==> config.mk <==
export PLATFORM = sky130hd
export DESIGN_NAME = quiz_setup_ctrl
export DESIGN_NICKNAME = d
export VERILOG_FILES = /design/src/rtl/quiz_pkg.sv /design/src/rtl/btn_edge.sv /design/src/rtl/quiz_setup_ctrl.sv
export SDC_FILE = /design/constraint.sdc
export NUM_CORES = 1
export LEC_CHECK = 0
export ABC_AREA = 1
export CAP_MARGIN = 10
export CORE_MARGIN = 2
export CORE_UTILIZATION = 53
export CTS_BUF_LIST = sky130_fd_sc_hd__clkbuf_8 sky130_fd_sc_hd__clkbuf_16
export CTS_CLUSTER_DIAMETER = 100
export DETAILED_ROUTE_END_ITERATION = 8
export PLACE_DENSITY = 0.79
export SYNTH_ARGS = -nofsm -noshare
export SYNTH_HDL_FRONTEND = slang
export SYNTH_SLANG_ARGS = --single-unit
export TNS_END_PERCENT = 5
==> constraint.sdc <==
create_clock -name clk -period 2 [get_ports clk]
set_clock_uncertainty 0.15 [all_clocks]
set_input_delay 0.3 -clock clk [delete_from_list [all_inputs] [get_ports clk]]
set_output_delay 0.3 -clock clk [all_outputs]
set_load 0.1 [all_outputs]
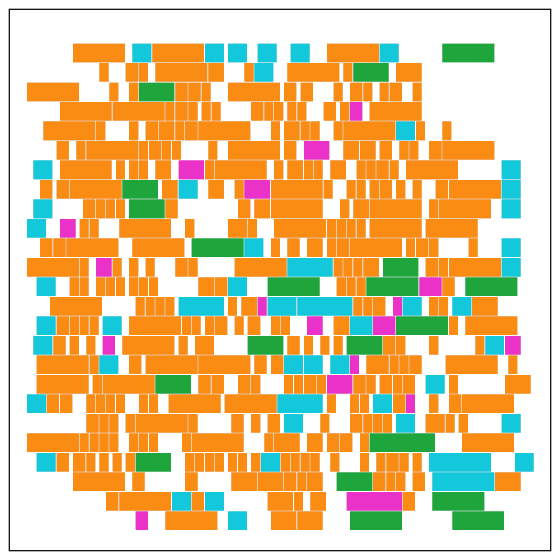
(run_1/sizes.png)
| size | color | cells |
|---|---|---|
| _3 and _4 cells | cyan | 50 |
| _2 cells | magenta | 18 |
| _0 and _1 cells | orange | 348 |
| _6 and larger | green | 20 |
area overhead of the layout relative to synthesis: 27.5%
final instance area: 3440 um2
non-clock buffer count in the final layout: 59
final setup slack of the worst path: 0.130 ns

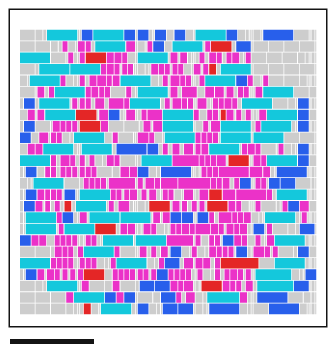
(run_1/placement_by_type.png)
Bar = 20 um. Fill, decap, tap and diode cells in gray.
| class | color | cells | share of their area |
|---|---|---|---|
| flops | cyan | 58 | 35% |
| combinational and other logic | magenta | 303 | 43% |
| other buffers and delay cells | blue | 59 | 17% |
| clock drivers and dummy loads | red | 16 | 5.7% |
Post-Route Utilization: 71.4%
CORE AREA: 4820 um2
Seq/total area: 34.0%

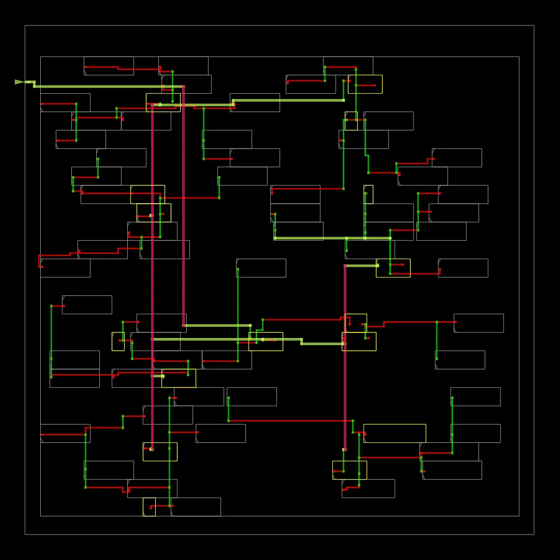
(run_1/clocks.png)
sequential cell count: 58
clkbuf count: 11

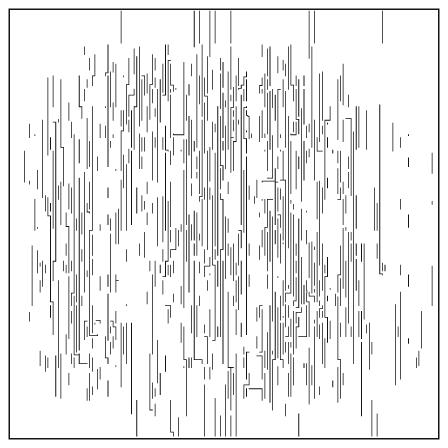
(run_1/layer_met2.png)
main direction: vertical
share of all routed wire: 46%
fraction of met2 tracks used by global routing: 40.9%
vias after detailed routing: 2706
DRT Wirelength: 7010 um

==> qor.tcl <==
set qor(grt_pass1_wl_um) 11500
set qor(setup-violations-final) 0
set qor(post_synthesis_net_count) 390
set qor(critical_path_depth) 8
set qor(tritoncts) {built}
set qor(chip_area_um2) 5680
set qor(rsz0062_at_grt) {yes}
set qor(gr-usage-met3_pct) 5.56
set qor(critical-path-top-delay-family) {simple AND/OR/NAND/NOR gates}
set qor(power_leader) {combinational logic}
set qor(buffer_and_inverter_count_on_the_worst_path) 3
set qor(buffer_ports.inserted) 40
set qor(ir_worst_vdd_mv) 0.854
set qor(enable_flop_cells) 0
set qor(ys_cells) 379
set qor(grt-ovfl-total) 0
set qor(synth_cell_type_count) 26
set qor(pg_comb_w) 0.00293
set qor(final_hold_viol_count) 0
set qor(place_congestion) 0.934
set qor(drive_above_1_share_pct) 20.2
set qor(fin_worst_hold_slack_ns) 0.304
set qor(cts-htree-levels) 3
set qor(grt_busiest_layer) {met2}
set qor(synth_top_flop_cell) {sky130_fd_sc_hd__dfxtp_1}
set qor(wl_met2_um) 3230
set qor(synth.cellmix.adderShare_pct) 0
set qor(ys_top_cells_by_count) {sky130_fd_sc_hd__nand2_1 (108), sky130_fd_sc_hd__dfxtp_1 (58), sky130_fd_sc_hd__nor2_1 (53)}
set qor(max_slew_margin_pct) 67.1
set qor(cp_max_fo) 14
set qor(post_drt_via_cell_ratio) 5.38
set qor(slew_viol_final) 0
set qor(count_of_cells_along_the_worst_hold_path) 2
set qor(tool_warnings) 27
set qor(ys_seq_share_pct) 43.0
set qor(synth.top_cell.area_share_pct) 43.0
set qor(post-synth-top-count-cell) {sky130_fd_sc_hd__nand2_1}
set qor(crit_path_cell_trace) {inv_2, nand3_1, nor2_1, inv_1, nor2_4, inv_1, nor2_1, nor2_1}
set qor(grt_max_degree) 42
set qor(hold_buffers) 0
set qor(critPathKind) {reg -> reg}
set qor(final_min_period_over_clock_period_pct) 93.5
set qor(detail_route.wl_per_cell_um) 13.9
set qor(synthCells) 379
set qor(chipHeight_um) 75.3
set qor(numCtsBuffers) 9
set qor(cts_num_sinks) 58
set qor(seqPwrFrac_pct) 28.8
set qor(yosysChipArea_um2) 2700
set qor(root_buffer) {sky130_fd_sc_hd__clkbuf_8}
set qor(top_layer_used) {met4}
set qor(max-cap-violations) 0
set qor(topCombFamilyByArea) {simple AND/OR/NAND/NOR gates}
set qor(r2r_slack_ns) 0.13
set qor(floorplan.core_util_pct) 56.0
set qor(cts.clk_slew.worst_paths_ns) 0.07
set qor(m1WireLength_um) 3060
set qor(number_of_global_route_vias_before_repair) 2462
set qor(power_clock_w) 0.00103
set qor(synth_top_area_cells) {sky130_fd_sc_hd__dfxtp_1 (43%), sky130_fd_sc_hd__nand2_1 (15%), sky130_fd_sc_hd__nor2_1 (7.4%)}
set qor(detail_route.iter0.violations) 259
set qor(cp-start-kind) {flip-flop}
set qor(power.combinational.fraction_pct) 52.7
set qor(worst_slew_pin_slew_ns) 0.491
set qor(design.portCount) 41
set qor(synth_compound_gate_area_share_pct) 12.6
set qor(yosysTopAreaCell) {sky130_fd_sc_hd__dfxtp_1}
set qor(maxClockFrequency_mhz) 535
set qor(xor_share_pct) 0
set qor(met3_length_um) 526
set qor(leakagePower_nw) 1.65
set qor(end_kind) {flip-flop}
set qor(power.share.switching_pct) 48.2
set qor(placement_rows) 25
set qor(syn-mean-instance-area_um2) 7.12
set qor(post-route-drc-count) 0
set qor(synth-simple-area-share_pct) 36.5
set qor(share_of_flip_flops_with_an_asynchronous_set_or_reset_after_synthesis_pct) 0
set qor(ys_warn_count) 0
set qor(antenna_cells_inserted) 0
set qor(cts_setup_buffers) 0
set qor(holdCritPathClass) {reg -> reg}
set qor(cts_repair_resize_count) 0
set qor(grtUsageTotal_pct) 27.0
set qor(die_w_um) 75.3
set qor(worst_path_largest_cell_delay_ns) 0.40
set qor(power.density_cell_area_nw_per_um2) 1620
set qor(clockBufferDepth) 2
set qor(power_drawn_by_the_sequential_cells_w) 0.00160
set qor(synthesis.area_um2) 2700
set qor(drt_first_pass_iters) 4
set qor(mux_contribution_to_synthesized_area_pct) 0
set qor(internal_power_w) 0.00288
set qor(number_of_antenna_violations_at_the_first_check_in_global_routing) 0
set qor(cpMaxStageDelayCell) {sky130_fd_sc_hd__dfxtp_4}
set qor(reg2regPathDepth) 8
set qor(final_antenna_net_count) 0
set qor(outcome) {finished, final reports clean}
set qor(layout.cells.most_common) {sky130_fd_sc_hd__nand2_1}
set qor(power.net_switching_w) 0.00268
set qor(final_period_minus_worst_setup_slack_ns) 1.87
set qor(critPathArrivalTime_ns) 1.95
[run 1: cell type report]
class / count / area, um2
Clock inverter: 5 / 27.5
Clock buffer: 11 / 163
Sequential cell: 58 / 1170
Timing Repair Buffer: 59 / 556
Multi-Input combinational cell: 275 / 1330
Tap cell: 67 / 83.8
Fill cell: 397 / 1380
Inverter: 28 / 105
[run 1: stage by stage]
stage	utilization (%)	std cells	setup WS (ns)	setup TNS [ns]	total power, W
3_3_place_gp	67.1	485	-0.103	-2.34	0.00441
5_1_grt	71.4	503	-0.0310	-0.103	0.00591
2_1_floorplan	-	379	0.00380	0	0.00377
4_1_cts	71.0	501	0.123	0	0.00548
3_5_place_dp	67.1	485	-0.200	-6.29	0.00445
6_report	71.4	503	0.130	0	0.00556
Power and IR drop assume default switching activity.
